==> run_1/met1.png <==
Supply wires on this layer in grey.
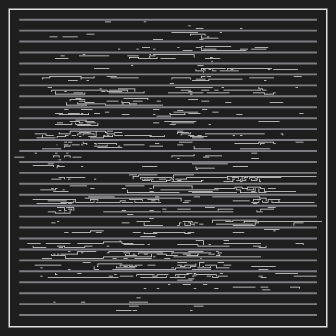
==> run_1/met2.png <==
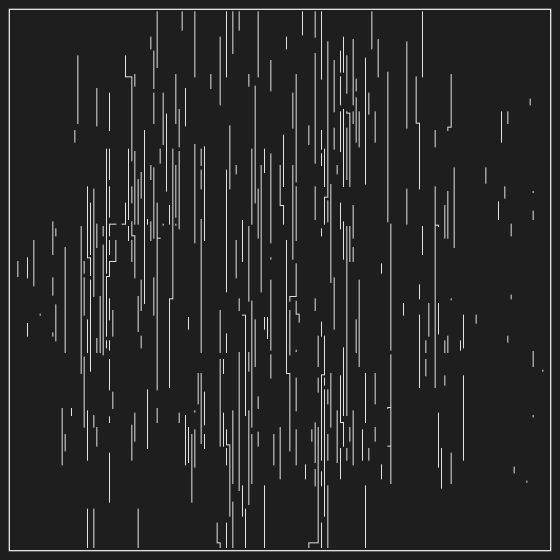
==> run_1/met3.png <==
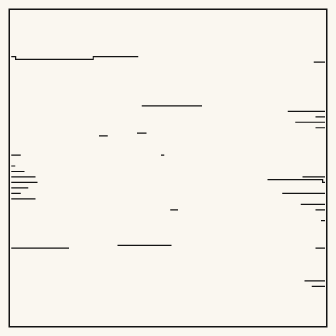
==> run_1/wire_density.png <==
The bar under the picture is 20 µm long. 16 x 16 tiles, from dark purple (low) to yellow (high), scaled to the fullest tile. Values are wire area over tile area, all layers added.
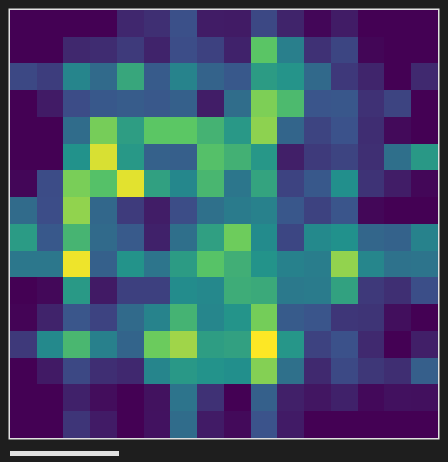
## src/rtl/mips_pkg.sv

```systemverilog
// Shared definitions for the pipeline controller slice.
// Contents:
//   - opcode constants for the supported instruction set
//   - ALU control codes used by immediate forms
//   - stage_t: the control bundle carried through EX, MEM and WB
//   - pipe_state_e: halt sequencing states
//   - is_rtype(): true for the register-register opcodes
package mips_pkg;

  localparam logic [5:0] OP_ADD   = 6'b000000;
  localparam logic [5:0] OP_SUB   = 6'b000001;
  localparam logic [5:0] OP_AND   = 6'b000010;
  localparam logic [5:0] OP_OR    = 6'b000011;
  localparam logic [5:0] OP_SLT   = 6'b000100;
  localparam logic [5:0] OP_MUL   = 6'b000101;
  localparam logic [5:0] OP_LW    = 6'b001000;
  localparam logic [5:0] OP_SW    = 6'b001001;
  localparam logic [5:0] OP_ADDI  = 6'b001010;
  localparam logic [5:0] OP_SUBI  = 6'b001011;
  localparam logic [5:0] OP_SLTI  = 6'b001100;
  localparam logic [5:0] OP_BNEQZ = 6'b001101;
  localparam logic [5:0] OP_BEQZ  = 6'b001110;
  localparam logic [5:0] OP_HLT   = 6'b111111;

  localparam logic [2:0] ALU_ADD = 3'd0;
  localparam logic [2:0] ALU_SUB = 3'd1;
  localparam logic [2:0] ALU_SLT = 3'd4;

  // Control bundle for one instruction; an all-zero value is a bubble.
  typedef struct packed {
    logic       valid;
    logic       src_imm;
    logic       branch;
    logic       branch_type;
    logic [2:0] alu;
    logic       mem_rd;
    logic       mem_wr;
    logic       we;
    logic       sel_mem;
    logic       halt;
    logic [4:0] dst;
  } stage_t;

  typedef enum logic [1:0] {
    ST_RUN     = 2'd0,
    ST_DRAIN   = 2'd1,
    ST_HALTED  = 2'd2
  } pipe_state_e;

  function automatic logic is_rtype(input logic [5:0] op);
    return op <= OP_MUL;
  endfunction

endpackage

```

## src/rtl/pipe_ctrl_if.sv

```systemverilog
// Handshake and stage-bundle bus between the instruction source and the
// pipeline controller.
// Ports (signals):
//   id_valid/id_instr/id_ready  ID handshake
//   br_taken/flush              branch resolution and fetch redirect
//   ex_*, mem_*, wb_*           per-stage control bundles
//   halted                      sticky halt indication
// Modports: master drives the ID side and branch outcome, slave is the
// controller.
interface pipe_ctrl_if #(
  parameter int ALUW = 5,
  parameter int REGW = 5
);

  logic            id_valid;
  logic [31:0]     id_instr;
  logic            id_ready;
  logic            br_taken;
  logic            flush;
  logic            ex_valid;
  logic            ex_src_imm;
  logic            ex_branch;
  logic            ex_branch_type;
  logic [ALUW-1:0] ex_alu_ctrl;
  logic            mem_valid;
  logic            mem_rd;
  logic            mem_wr;
  logic            wb_valid;
  logic            wb_we;
  logic            wb_sel_mem;
  logic [REGW-1:0] wb_dst;
  logic            halted;

  modport master (
    output id_valid, id_instr, br_taken,
    input  id_ready, flush, ex_valid, ex_src_imm, ex_branch, ex_branch_type,
           ex_alu_ctrl, mem_valid, mem_rd, mem_wr, wb_valid, wb_we,
           wb_sel_mem, wb_dst, halted
  );

  modport slave (
    input  id_valid, id_instr, br_taken,
    output id_ready, flush, ex_valid, ex_src_imm, ex_branch, ex_branch_type,
           ex_alu_ctrl, mem_valid, mem_rd, mem_wr, wb_valid, wb_we,
           wb_sel_mem, wb_dst, halted
  );

endinterface

```

## src/rtl/ctrl_decode.sv

```systemverilog
// Combinational instruction decoder.
// Ports:
//   instr_i    32-bit instruction (opcode [31:26], rs, rt, rd)
//   dec_o      control bundle; all zero for unsupported opcodes
//   rs_o/rt_o  source register indices
//   rt_read_o  the instruction reads rt as a source (register-register forms)
//   is_hlt_o   the opcode is the halt opcode
module ctrl_decode
  import mips_pkg::*;
#(
  parameter logic [5:0] HLT_OP = 6'b111111
) (
  input  logic [31:0] instr_i,
  output stage_t      dec_o,
  output logic [4:0]  rs_o,
  output logic [4:0]  rt_o,
  output logic        rt_read_o,
  output logic        is_hlt_o
);

  logic [5:0] op;
  logic [4:0] rd;
  logic       writes;
  logic       unused_funct;

  assign op           = instr_i[31:26];
  assign rs_o         = instr_i[25:21];
  assign rt_o         = instr_i[20:16];
  assign rd           = instr_i[15:11];
  assign rt_read_o    = is_rtype(op);
  assign is_hlt_o     = (op == HLT_OP);
  assign unused_funct = ^instr_i[10:0];

  // Non-writing instructions keep dst at 0, and a zero destination never
  // writes, so register 0 can never look like a hazard source.
  always_comb begin
    dec_o  = '0;
    writes = 1'b0;
    if (op == HLT_OP) begin
      dec_o.valid = 1'b1;
      dec_o.halt  = 1'b1;
    end else if (is_rtype(op)) begin
      dec_o.valid = 1'b1;
      dec_o.alu   = op[2:0];
      dec_o.dst   = rd;
      writes      = 1'b1;
    end else begin
      case (op)
        OP_LW: begin
          dec_o.valid   = 1'b1;
          dec_o.mem_rd  = 1'b1;
          dec_o.sel_mem = 1'b1;
          dec_o.dst     = rt_o;
          writes        = 1'b1;
        end
        OP_SW: begin
          dec_o.valid  = 1'b1;
          dec_o.mem_wr = 1'b1;
        end
        OP_ADDI: begin
          dec_o.valid = 1'b1;
          dec_o.alu   = ALU_ADD;
          dec_o.dst   = rt_o;
          writes      = 1'b1;
        end
        OP_SUBI: begin
          dec_o.valid = 1'b1;
          dec_o.alu   = ALU_SUB;
          dec_o.dst   = rt_o;
          writes      = 1'b1;
        end
        OP_SLTI: begin
          dec_o.valid = 1'b1;
          dec_o.alu   = ALU_SLT;
          dec_o.dst   = rt_o;
          writes      = 1'b1;
        end
        OP_BNEQZ: begin
          dec_o.valid  = 1'b1;
          dec_o.branch = 1'b1;
        end
        OP_BEQZ: begin
          dec_o.valid       = 1'b1;
          dec_o.branch      = 1'b1;
          dec_o.branch_type = 1'b1;
        end
        default: ;
      endcase
    end
    dec_o.src_imm = dec_o.valid & op[3];
    dec_o.we      = writes & (dec_o.dst != 5'd0);
  end

endmodule

```

## src/rtl/pipe_ctrl.sv

```systemverilog
// Pipeline controller: ID/EX, EX/MEM and MEM/WB control registers,
// load-use interlock, taken-branch flush and halt sequencing.
// Ports:
//   clk     clock
//   rst_n   asynchronous active-low reset
//   bus     pipe_ctrl_if slave: ID handshake, branch outcome, stage bundles,
//           halted
module pipe_ctrl
  import mips_pkg::*;
#(
  parameter int         ALUW      = 5,
  parameter int         REGW      = 5,
  parameter bit         INTERLOCK = 1'b1,
  parameter logic [5:0] HLT_OP    = 6'b111111
) (
  input  logic        clk,
  input  logic        rst_n,
  pipe_ctrl_if.slave  bus
);

  stage_t      dec;
  stage_t      ex_d, ex_q, mem_q, wb_q;
  pipe_state_e state_d, state_q;
  logic [4:0]  rs, rt;
  logic        rt_read, is_hlt;
  logic        stall, flush_w, id_ready_w, accept;
  logic        unused_wb;

  ctrl_decode #(.HLT_OP(HLT_OP)) u_decode (
    .instr_i   (bus.id_instr),
    .dec_o     (dec),
    .rs_o      (rs),
    .rt_o      (rt),
    .rt_read_o (rt_read),
    .is_hlt_o  (is_hlt)
  );

  // A load in EX has no data until MEM, so a dependent ID instruction waits
  // one cycle; by then the load has moved on and the hazard is gone.
  always_comb begin
    stall = INTERLOCK && ex_q.valid && ex_q.mem_rd && (ex_q.dst != 5'd0) &&
            bus.id_valid &&
            ((rs == ex_q.dst) || (rt_read && (rt == ex_q.dst)));
  end

  assign flush_w    = ex_q.valid & ex_q.branch & bus.br_taken;
  assign id_ready_w = (state_q == ST_RUN) & ~stall & ~flush_w;
  assign accept     = bus.id_valid & id_ready_w;
  assign ex_d       = accept ? dec : '0;

  // DRAIN ends on the edge that moves the halt into WB, so halted rises in
  // the same cycle the halt retires.
  always_comb begin
    state_d = state_q;
    case (state_q)
      ST_RUN:    if (accept && is_hlt) state_d = ST_DRAIN;
      ST_DRAIN:  if (mem_q.valid && mem_q.halt) state_d = ST_HALTED;
      ST_HALTED: state_d = ST_HALTED;
      default:   state_d = ST_RUN;
    endcase
  end

  always_ff @(posedge clk or negedge rst_n) begin
    if (!rst_n) begin
      ex_q    <= '0;
      mem_q   <= '0;
      wb_q    <= '0;
      state_q <= ST_RUN;
    end else begin
      ex_q    <= ex_d;
      mem_q   <= ex_q;
      wb_q    <= mem_q;
      state_q <= state_d;
    end
  end

  assign bus.id_ready       = id_ready_w;
  assign bus.flush          = flush_w;
  assign bus.ex_valid       = ex_q.valid;
  assign bus.ex_src_imm     = ex_q.src_imm;
  assign bus.ex_branch      = ex_q.branch;
  assign bus.ex_branch_type = ex_q.branch_type;
  assign bus.ex_alu_ctrl    = ALUW'(ex_q.alu);
  assign bus.mem_valid      = mem_q.valid;
  assign bus.mem_rd         = mem_q.mem_rd;
  assign bus.mem_wr         = mem_q.mem_wr;
  assign bus.wb_valid       = wb_q.valid;
  assign bus.wb_we          = wb_q.we;
  assign bus.wb_sel_mem     = wb_q.sel_mem;
  assign bus.wb_dst         = REGW'(wb_q.dst);
  assign bus.halted         = (state_q == ST_HALTED);

  assign unused_wb = ^{wb_q.src_imm, wb_q.branch, wb_q.branch_type, wb_q.alu,
                       wb_q.mem_rd, wb_q.mem_wr, wb_q.halt};

endmodule

```

## src/flat_wrapper.sv

```systemverilog
// flat-port wrapper written by rule: the top's interface ports become plain ports
module pipe_ctrl_flat import mips_pkg::*;
#(
  parameter int         ALUW      = 5,
  parameter int         REGW      = 5,
  parameter bit         INTERLOCK = 1'b1,
  parameter logic [5:0] HLT_OP    = 6'b111111
)
  (clk, rst_n, bus_id_valid, bus_id_instr, bus_br_taken, bus_id_ready, bus_flush, bus_ex_valid, bus_ex_src_imm, bus_ex_branch, bus_ex_branch_type, bus_ex_alu_ctrl, bus_mem_valid, bus_mem_rd, bus_mem_wr, bus_wb_valid, bus_wb_we, bus_wb_sel_mem, bus_wb_dst, bus_halted);
  pipe_ctrl_if #(.ALUW(ALUW), .REGW(REGW)) bus_i ();
  input  logic clk;
  input  logic rst_n;
  input wire logic [$bits(bus_i.id_valid)-1:0] bus_id_valid;
  input wire logic [$bits(bus_i.id_instr)-1:0] bus_id_instr;
  input wire logic [$bits(bus_i.br_taken)-1:0] bus_br_taken;
  output wire logic [$bits(bus_i.id_ready)-1:0] bus_id_ready;
  output wire logic [$bits(bus_i.flush)-1:0] bus_flush;
  output wire logic [$bits(bus_i.ex_valid)-1:0] bus_ex_valid;
  output wire logic [$bits(bus_i.ex_src_imm)-1:0] bus_ex_src_imm;
  output wire logic [$bits(bus_i.ex_branch)-1:0] bus_ex_branch;
  output wire logic [$bits(bus_i.ex_branch_type)-1:0] bus_ex_branch_type;
  output wire logic [$bits(bus_i.ex_alu_ctrl)-1:0] bus_ex_alu_ctrl;
  output wire logic [$bits(bus_i.mem_valid)-1:0] bus_mem_valid;
  output wire logic [$bits(bus_i.mem_rd)-1:0] bus_mem_rd;
  output wire logic [$bits(bus_i.mem_wr)-1:0] bus_mem_wr;
  output wire logic [$bits(bus_i.wb_valid)-1:0] bus_wb_valid;
  output wire logic [$bits(bus_i.wb_we)-1:0] bus_wb_we;
  output wire logic [$bits(bus_i.wb_sel_mem)-1:0] bus_wb_sel_mem;
  output wire logic [$bits(bus_i.wb_dst)-1:0] bus_wb_dst;
  output wire logic [$bits(bus_i.halted)-1:0] bus_halted;
  assign bus_i.id_valid = bus_id_valid;
  assign bus_i.id_instr = bus_id_instr;
  assign bus_i.br_taken = bus_br_taken;
  assign bus_id_ready = bus_i.id_ready;
  assign bus_flush = bus_i.flush;
  assign bus_ex_valid = bus_i.ex_valid;
  assign bus_ex_src_imm = bus_i.ex_src_imm;
  assign bus_ex_branch = bus_i.ex_branch;
  assign bus_ex_branch_type = bus_i.ex_branch_type;
  assign bus_ex_alu_ctrl = bus_i.ex_alu_ctrl;
  assign bus_mem_valid = bus_i.mem_valid;
  assign bus_mem_rd = bus_i.mem_rd;
  assign bus_mem_wr = bus_i.mem_wr;
  assign bus_wb_valid = bus_i.wb_valid;
  assign bus_wb_we = bus_i.wb_we;
  assign bus_wb_sel_mem = bus_i.wb_sel_mem;
  assign bus_wb_dst = bus_i.wb_dst;
  assign bus_halted = bus_i.halted;
  pipe_ctrl #(.ALUW(ALUW), .REGW(REGW), .INTERLOCK(INTERLOCK), .HLT_OP(HLT_OP)) u_core (.clk(clk), .rst_n(rst_n), .bus(bus_i));
endmodule
```

## config.mk

```make
export PLATFORM = sky130hd
export DESIGN_NAME = pipe_ctrl_flat
export DESIGN_NICKNAME = d
export VERILOG_FILES = /design/src/rtl/mips_pkg.sv /design/src/rtl/pipe_ctrl_if.sv /design/src/rtl/ctrl_decode.sv /design/src/rtl/pipe_ctrl.sv /design/src/flat_wrapper.sv
export SDC_FILE = /design/constraint.sdc
export NUM_CORES = 1
export LEC_CHECK = 0
export ABC_AREA = 1
export CAP_MARGIN = 40
export CELL_PAD_IN_SITES_DETAIL_PLACEMENT = 0
export CELL_PAD_IN_SITES_GLOBAL_PLACEMENT = 1
export CORE_MARGIN = 2
export CORE_UTILIZATION = 29
export CTS_CLUSTER_DIAMETER = 100
export CTS_CLUSTER_SIZE = 30
export DETAILED_ROUTE_END_ITERATION = 10
export PLACE_DENSITY_LB_ADDON = 0.1
export SKIP_LAST_GASP = 1
export SYNTH_ARGS = -nofsm -noshare
export SYNTH_HDL_FRONTEND = slang
export SYNTH_SLANG_ARGS = --single-unit
```

## constraint.sdc

```tcl
create_clock -name clk -period 1.3 [get_ports clk]
set_input_delay 0.13 -clock clk [delete_from_list [all_inputs] [get_ports clk]]
set_output_delay 0.13 -clock clk [all_outputs]
set_load 0.005 [all_outputs]
```

==> summary.txt, run 1 <==
Endpoint class of the critical path: flip-flop
Violated checks: setup timing
Yosys reg bits: 36
CP startpoint kind: flip-flop
Comb pwr: 0.679 mW
CTS tree: done
Kind of critical path: reg -> reg
Post-DP Area: 2391 µm²
Final hold violation count: 0
Capturing point of the worst reg2reg path: u_core.bus.ex_alu_ctrl[0]$_DFF_PN0_
Crit path depth: 11
CTS root buf: clkbuf_8
Clk power: 0.767 mW
Post-synth top cells: nand2_1 (49), dfrtp_1 (36), inv_1 (25)
DRC Markers: 0
Die Y: 78.58 µm
Net Sw Frac: 0.2890
Iter 0 DRT Violations: 48
Finished Core Util: 0.4994
HP Class: in -> async
Post-synth seq share: 0.5586
Worst R2R Setup Slack: -0.25 ns
Logic pwr share: 0.256
Area leader, netlist: dfrtp_1
Synthesized area per cell: 8.910 µm²
Ys flop type: dfrtp_1
Placeable core region: 5439 µm²
Total of max-cap violations: 0
Final setup margin: -0.2462 ns
AO/OA Area Share: 0.03646
Tmin final: 1.546 ns
FP Util: 0.2965
Critical path's slowest cell: dfrtp_1
Final count of negative-setup-slack endpoints: 19
Critical path, cell by cell: buf_4 -> nand2_1 -> nand2_1 -> nor2_2 -> nand3_1 -> nand2_2 -> buf_6 -> nand2_8 -> buf_6 -> nand3_4 -> nor2_1
Synthesized cell area: 1613 µm²
# placed instances: 328
Status: finished with violations
Worst Reg-to-Reg Cells: 11
Vias in the first global route: 1403
Worst Setup SP: u_core.ex_q[4]$_DFF_PN0_
Final period util: 1.189
Pin count of the biggest net entering global routing: 20
Non-Filler Instances: 344
Synth top cell by count: nand2_1
Top routing layer in use: met4
OpenROAD warning count: 41
Layer with the highest usage: met2
Placer Congestion: 0.8346
Notes on met1.png above:
The wires run mostly horizontal. The layer holds 43% of the routed length. 260 nets have wire on it. The layer carries 1640 µm of wire. The longest straight run is 23.9 µm.
DR vias: 1413
Detailed Route WL: 3820 µm
met1 usage: 0.1618

Notes on met2.png above:
The longest straight run is 29.2 µm. The layer carries 1940 µm of wire. The wires run mostly vertical. 241 nets have wire on it. The layer holds 51% of the routed length.
GR Util met2: 0.2214

Notes on met3.png above:
The layer holds 4.7% of the routed length. The layer carries 181 µm of wire. The wires run mostly horizontal. The longest straight run is 19.3 µm. 26 nets have wire on it.
met3 usage: 0.03908

Notes on wire_density.png above:
The emptiest ninth of the die: south-east. The mean over all tiles is 0.097. 17% of the tiles are nearly empty. 22% of the tiles are over half the peak. The fullest tile reaches 0.33.
Total GRT Usage: 0.1325
routed length per instance: 11.10 µm

## run 1: worst reg2reg max path, delay by kind of cell, from the launching register on
family | cells | cell delay [ns]
buf+inv | 3 | 0.39
flops | 1 | 0.38
simple gates | 8 | 0.67
## run 1: area by class of cell
type / count / share of cell area
flip-flops and latches: 36 / 0.3326
repair buffers: 87 / 0.2948
multi-input cells: 112 / 0.2672
inverters: 29 / 0.04007
well taps: 72 / 0.03316
clock buffers: 5 / 0.02533
clock inverters: 3 / 0.006909
## run 1: how the worst min path moves through the flow
| stage | to |
|---|---|
| after global placement | u_core.bus.wb_dst[4]$_DFF_PN0_ |
| after floorplan | u_core.bus.ex_alu_ctrl[0]$_DFF_PN0_ |
| after CTS | u_core.bus.wb_dst[4]$_DFF_PN0_ |
| final | u_core.mem_q[4]$_DFF_PN0_ |
| after detailed placement | u_core.bus.wb_dst[4]$_DFF_PN0_ |
| after global routing | u_core.bus.wb_dst[4]$_DFF_PN0_ |
## run 1: placed cells by master (no fill, tap or decap), drive strengths merged, types with 2 or more instances in the layout
master / count
clkbuf: 5
buf: 44
nand2: 52
clkdlybuf4s50: 37
clkinv: 3
nand4: 4
dlygate4sd2: 4
a21boi: 2
nand3: 11
nor3: 3
conb: 2
ha: 3
a21oi: 4
nor2: 25
inv: 29
dfrtp: 36
## run 1: flip-flops by register name (all words and copies together), names as in the netlist, 2 cells and up
| register | flops |
|---|---|
| u_core.ex_q | 9 |
| u_core.state_q | 2 |
| u_core.bus.ex_alu_ctrl | 3 |
| u_core.mem_q | 7 |
| u_core.bus.wb_dst | 5 |
## run 1: timing repair
item,in CTS,in global routing
resized,27,35
hold buffers,1,0
gates cloned,1,0
endpoints found under the setup margin,24,21
pin swaps,7,13
hold endpoints to repair,17,0
setup buffers,5,2
==> run_1/final_clocks.png <==
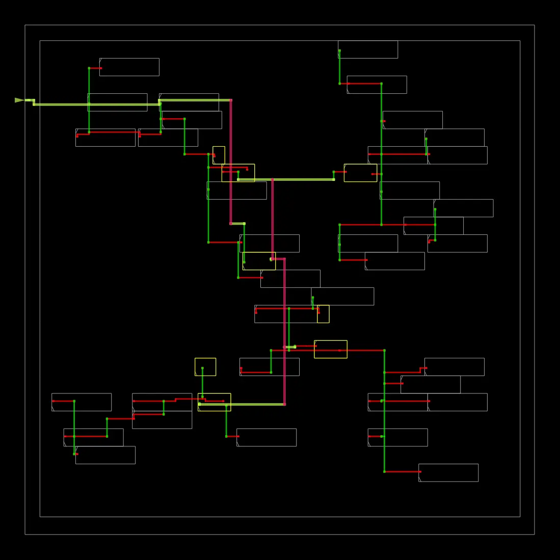

--- run 2 (diff from run 1) ---
Settings changed: CORE_UTILIZATION 29 to 31, SYNTH_HIERARCHICAL set to 1.
==> run_2/final_clocks.png <==
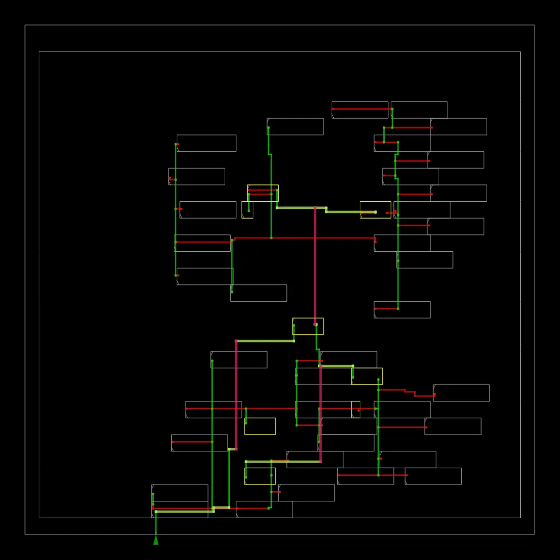
final setup skew: 0.003822 ns
Seq cells: 38
Clk power: 0.816 mW

==> summary.txt, run 2 <==
Status: finished with violations
Violated checks: setup timing
Most numerous logic cell after layout: nand2_1
Logic pwr share: 0.349
Placer Congestion: 0.8277
FP Util: 0.3250
Net Sw Frac: 0.2952
Max Fclk: 658.1 MHz
Layer with the highest usage: met2
Final period util: 1.169
Final setup margin: -0.2196 ns
Non-Filler Instances: 372
Ys flop type: dfrtp_1
Max reg flops: 10
Pin count of the biggest net entering global routing: 39
CP startpoint kind: flip-flop
Placeable core region: 5991 µm²
OpenROAD warning count: 43
Met3 usage: 0.02584
Worst-path clk slew: 0.07 ns
HP Class: in -> async
Endpoint class of the critical path: primary output
Largest reg by FF count: u_core/ex_q
Total GRT Usage: 0.1149
Area leader, netlist: dfrtp_1
Post-synth seq share: 0.4884
Post-DP Area: 2605 µm²
Routed length per instance: 9.981 µm
Synth top cell by count: nand2_1
Synthesized cell area: 1947 µm²
Synthesized area per cell: 8.849 µm²
Finished Core Util: 0.4735
Switching pwr: 0.9552 mW
Top cells by area: dfrtp_1 (49%), nand2_1 (10%), nor2_4 (7.5%), inv_1 (7.1%), buf_4 (6.6%)
Post-synth top cells: nand2_1 (54), dfrtp_1 (38), inv_1 (37)
Total of max-cap violations: 0
Top routing layer in use: met4
CTS root buf: clkbuf_8
Iter 0 DRT Violations: 52
Worst R2R Setup Slack: -0.18 ns
Met1 usage: 0.1553
# placed instances: 353
DRC Markers: 0
Capturing point of the worst reg2reg path: u_core/ex_q[5]$_DFF_PN0_
Vias in the first global route: 1406
Yosys reg bits: 38
CTS tree: done
Tmin final: 1.520 ns
Final count of negative-setup-slack endpoints: 20
Worst Reg-to-Reg Cells: 11
Kind of critical path: reg -> out
==> run_2/met2.png <==
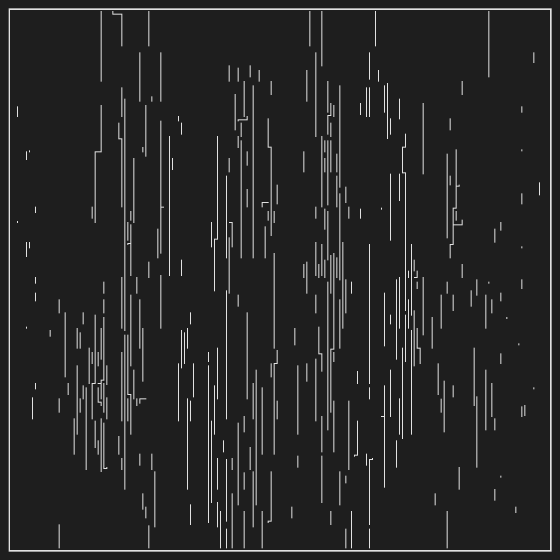
GR Util met2: 0.1767
DR vias: 1473
Detailed Route WL: 3713 µm

## run 2: netlist changes by cell type in the layout (fill, tap and decap cells not counted), sizes merged, moves of 3 or more
cell,before,now
nor2,25,34
clkbuf,5,8
inv,29,43
dlygate4sd2,4,1
nand2,52,59
nand3,11,8
## run 2: logic make-up (layout without fill, tap and decap cells)
kind of cell / Yosys count / after routing / synth area share
flip-flops: 38 / 38 / 0.4884
AND/OR/NAND/NOR: 109 / 109 / 0.2982
adder cells (fa/ha/maj): 4 / 4 / 0.02571
buffers and inverters: 61 / 137 / 0.1587
AND-OR/OR-AND: 6 / 6 / 0.02250
other: 1 / 2 / 0.001926
XOR/XNOR: 1 / 1 / 0.004500
## run 2: final cells by class
| cell class | count | area, µm² |
|---|---|---|
| fill | 593 | 3154 |
| tap | 75 | 93.84 |
| multi-input combinational | 122 | 726.9 |
| clock buffer | 7 | 86.33 |
| clock inverter | 1 | 5.005 |
| inverter | 43 | 161.4 |
| sequential | 38 | 952.2 |
| timing repair buffer | 86 | 810.8 |
## run 2: timing repair
item                       in CTS  in global routing
hold buffers                    1                  0
resized                        20                 12
pin swaps                       4                  2
gates cloned                    1                  0
buffers inserted                7                  2
hold endpoints to repair       38                  0
setup endpoints to repair      25                 22
## run 2: worst max-delay path, stage by stage, from the launching register on
cell and delay, ns:
dfrtp_1 0.42, inv_2 0.10, nand2_1 0.05, nand2_1 0.08, nor2_2 0.04, nand3_2 0.06, nand2_2 0.07, a21oi_4 0.14
buf_2 0.13
## run 2: power groups by stage
stage	combinational, mW	clock [mW]	sequential, mW
finish	1.13	0.816	1.29
global route	1.27	0.901	1.30
CTS	1.12	0.855	1.29
detailed placement	1.02	0	1.32
global placement	1.02	0	1.31
floorplan	0.523	0	1.32
Power figures rest on the tool's default switching activity, not on a simulated workload.
